**Metal 1**

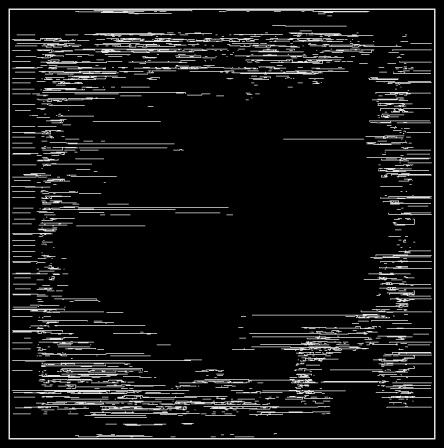
**Signal wires on met2**

The bar under the picture is 50 µm long.
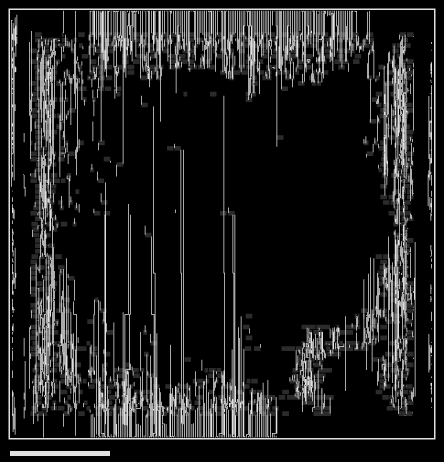
**Met3 routing**

The bar under the picture is 50 µm long.
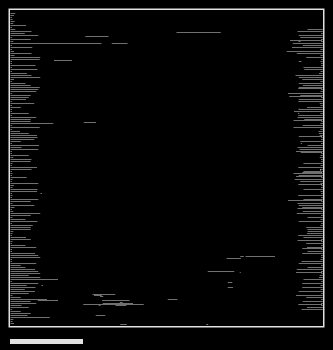
**Routing congestion**

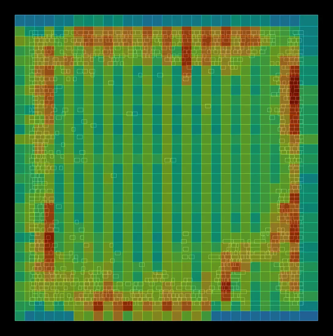
**Sequential cells coloured by netlist name**

The bar under the picture is 50 µm long.
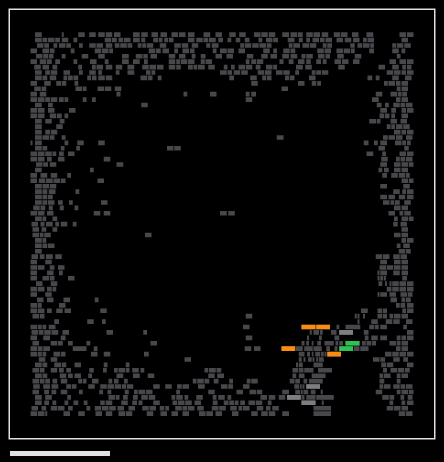
==> config.mk <==
export PLATFORM = sky130hd
export DESIGN_NAME = ddr_write_arbiter
export DESIGN_NICKNAME = d
export VERILOG_FILES = /design/src/rtl/ddr_write_arbiter.sv
export SDC_FILE = /design/constraint.sdc
export NUM_CORES = 1
export LEC_CHECK = 0
export ABC_CLOCK_PERIOD_IN_PS = 6900
export CAP_MARGIN = 10
export CORE_AREA = 10 10 203 205
export CTS_BUF_LIST = sky130_fd_sc_hd__clkbuf_4 sky130_fd_sc_hd__clkbuf_8
export DETAILED_ROUTE_END_ITERATION = 7
export DIE_AREA = 0 0 213 215
export SETUP_SLACK_MARGIN = 0.02
export SLEW_MARGIN = 10
export SYNTH_ARGS = -nofsm -noshare
export SYNTH_HDL_FRONTEND = slang
export SYNTH_SLANG_ARGS = --single-unit
==> constraint.sdc <==
create_clock -name clk -period 6.9 [get_ports clk]
set_input_delay 1.38 -clock clk [delete_from_list [all_inputs] [get_ports clk]]
set_output_delay 1.38 -clock clk [all_outputs]
set_load 0.05 [all_outputs]
==> impl_metrics.py <==
# Generated from Yosys and OpenROAD reports
metrics = {
    "status": {
        "outcome": "completed",
    },
    "place": {
        "placed_area_mm2": 0.00923,
        "pre_cts_ws_ps": 2230,
        "place_hpwl_mm": 26.8,
        "gp_congestion": 0.881,
        "portBuffers": 542,
    },
    "final_timing": {
        "tightest_slew_ps": 811,
        "setup_tns_ps": 0,
        "max_slew_margin_pct": 45.9,
        "max_freq_mhz": 218,
        "finalClockSkew_ps": 5.43,
        "finalSetupViolations": 0,
        "finalClockPeriodUsage_pct": 66.5,
        "setup_ws_ps": 2310,
        "final_hold_viol_count": 0,
        "drv_slew": 0,
        "rsz0062_at_grt": "no",
    },
    "routing": {
        "drt_iter0_markers": 383,
        "wire_per_inst_um": 20.6,
        "first_pass_iters": 5,
        "drt_drc_violations_left": 0,
        "drt.antenna.violating_nets": 0,
        "drt-vias-per-instance": 4.01,
    },
    "worst_setup_path": {
        "path_buffers": 2,
        "r2r_cells": 10,
        "cpPeakStageDelay_ps": 960,
        "r2r_setup_slack_ps": 3550,
        "worstPathArrival_ps": 3210,
        "crit_family": "buffers and inverters",
        "critPathKind": "in2out",
        "required_ps": 5520,
        "crit_path_end_kind": "output port",
        "start_kind": "input pin",
        "crit_chain": "clkdlybuf4s50_1, a22oi_1, nor2b_1, clkdlybuf4s50_1",
        "critPathMostFrequentCell": "clkdlybuf4s50_1",
        "cpMaxStageDelayCell": "clkdlybuf4s50_1",
        "critPathMaxFanout": 1,
    },
    "synth": {
        "ys_cells": 496,
        "yosysChipArea_mm2": 0.00335,
        "syn_area_mm2": 0.00335,
        "async_flop_share_pct": 0,
        "ys.flops": 10,
        "synthCells": 496,
        "ys.flop_type": "dfxtp_1",
        "synth_warnings": 0,
        "synth_sequential_area_ratio_pct": 5.97,
        "edf_count": 0,
        "synth_cell_types": 38,
    },
    "cells_and_area": {
        "largest_reg_flops": 4,
        "lay_top_cells": "542 x clkdlybuf4s50_1, 178 x a22oi_1, 177 x nor2b_1, 11 x nand2_1, 10 x dfxtp_1",
        "final_area_mm2": 0.00929,
        "fillCellCount": 4029,
        "fin_nets": 1353,
        "drive_gt1_share_pct": 1.72,
        "syn_to_final_growth_pct": 177,
        "mostFrequentLayoutCell": "clkdlybuf4s50_1",
    },
    "die": {
        "row_count": 71,
        "fp.dieW_um": 213,
        "die_y_um": 215,
        "die_area_mm2": 0.0458,
        "fp_util_pct": 9.01,
        "pin_count": 546,
    },
    "clocking": {
        "ctsHoldBuffers": 0,
        "numClockSinks": 10,
        "post_cts_buffers": 0,
        "cts_buffers": 3,
        "htreeDepth": 1,
        "tritoncts": "done",
        "cts_resized": 0,
        "clkTransAtPathRegs_ps": 50,
        "clock_path_buffers": 2,
        "cts-root-buf": "clkbuf_8",
        "clkLatencyLatePin_ps": 240,
    },
    "global_routing": {
        "track_usage_pct": 11.8,
        "grt_max_degree": 92,
        "grt_pass1_wl_mm": 41.5,
        "grt_remaining_overflow": 0,
        "grt_antenna_before_repair": 2,
        "grt_pass1_vias": 6089,
    },
    "run": {
        "tool_warnings": 29,
        "maxCapViolations": 0,
    },
    "pwr": {
        "p_leak_nw": 2.81,
        "ir_worst_vdd_mv": 0.0920,
        "powerDensity_mw_per_mm2": 138,
    },
    "min_path": {
        "holdPathStages": 2,
    },
}
Back to the opening pictures, 'metal 1':
- wire length on this layer: 11400 µm
- longest straight run: 89.7 µm
- share of all routed wire: 38%
- main direction: horizontal
met1 Usage GRT: 13.0%
wirelength, routed: 30.2 mm
vias: 5852

Back to the opening pictures, 'signal wires on met2':
- share of all routed wire: 50%
- main direction: vertical
- longest straight run: 138 µm
- wire length on this layer: 15200 µm
- nets with wire on the layer: 1163
met2 usage: 21.7%

Back to the opening pictures, 'met3 routing':
- share of all routed wire: 11%
- nets with wire on the layer: 321
- wire length on this layer: 3200 µm
- longest straight run: 61.6 µm
met3 usage: 3.81%

Back to the opening pictures, 'routing congestion':
busiest grt layer: met2
Final Core Density: 24.9%

Back to the opening pictures, 'sequential cells coloured by netlist name':
- green: `beat_q` (flops 2)
- orange: `txn_q` (flops 4; where bottom right)
- not coloured: 4
Seq power: 62.6 µW
Register Area: 200 µm²
flop share of the area: 2.16%

[worst min-delay path: cells and delay by family (launching register included)]
kind / cells / cell delay, ps
AOI/OAI and AO/OA: 1 / 50
DFF: 1 / 330
and+or+nand+nor: 1 / 60
[cell usage after synthesis, types with 2 or more instances]
cell type	number	area [µm²]
a22oi_1	178	1340
buf_1	3	11.3
buf_2	17	85.1
buf_4	4	30.0
clkbuf_1	39	146
dfxtp_1	10	200
ha_1	6	75.1
inv_1	6	22.5
nand2_1	11	41.3
nand3_1	5	25.0
nand3b_1	3	22.5
nand4_1	2	12.5
nor2_1	7	26.3
nor2b_1	177	1110
nor3_1	5	25.0
[power breakdown]
part | internal, mW | leakage (nW) | switching (mW)
registers | 0.0604 | 0.0812 | 0.00223
logic | 0.499 | 2.70 | 0.646
clock network | 0.0503 | 0.0288 | 0.0242
total | 0.610 | 2.81 | 0.673
[stage by stage]
stage | hold slack, ps | utilization [%] | instances | total power, mW
detailed placement | 501 | 24.8 | 1456 | 1.22
floorplan | 462 | - | 498 | 0.720
global route | 554 | 24.9 | 1461 | 1.35
CTS | 506 | 24.9 | 1460 | 1.30
global placement | 482 | 24.8 | 1456 | 1.22
finish | 501 | 24.9 | 1461 | 1.28
[cells by family after synthesis]
family | count (synthesis) | share of synthesized area [%]
simple gates | 216 | 38.8
other cells | 1 | 0.112
compound gates | 191 | 43.2
flops | 10 | 5.97
fa+ha+maj | 6 | 2.24
xor+xnor | 2 | 0.522
buf+inv | 70 | 9.14
[metal layers]
layer	GRT usage (%)	vias to the layer above	wire (µm)
met5	0	-	7
met1	13.0	2693	11400
met2	21.7	349	15200
met3	3.81	14	3200
met4	1.83	2	345
li1	-	2794	-
[cell type report]
| type | count | area, µm² | share of cell area, % |
|---|---|---|---|
| tap | 474 | 593 | 6.39 |
| inverter | 6 | 22.5 | 0.243 |
| antenna | 1 | 2.50 | 0.0270 |
| multi-input combinational | 418 | 2890 | 31.1 |
| timing repair buffer | 548 | 5520 | 59.5 |
| clock buffer | 4 | 55.1 | 0.593 |
| sequential | 10 | 200 | 2.16 |
No activity file was given, so power comes from the tool's default toggle rates.
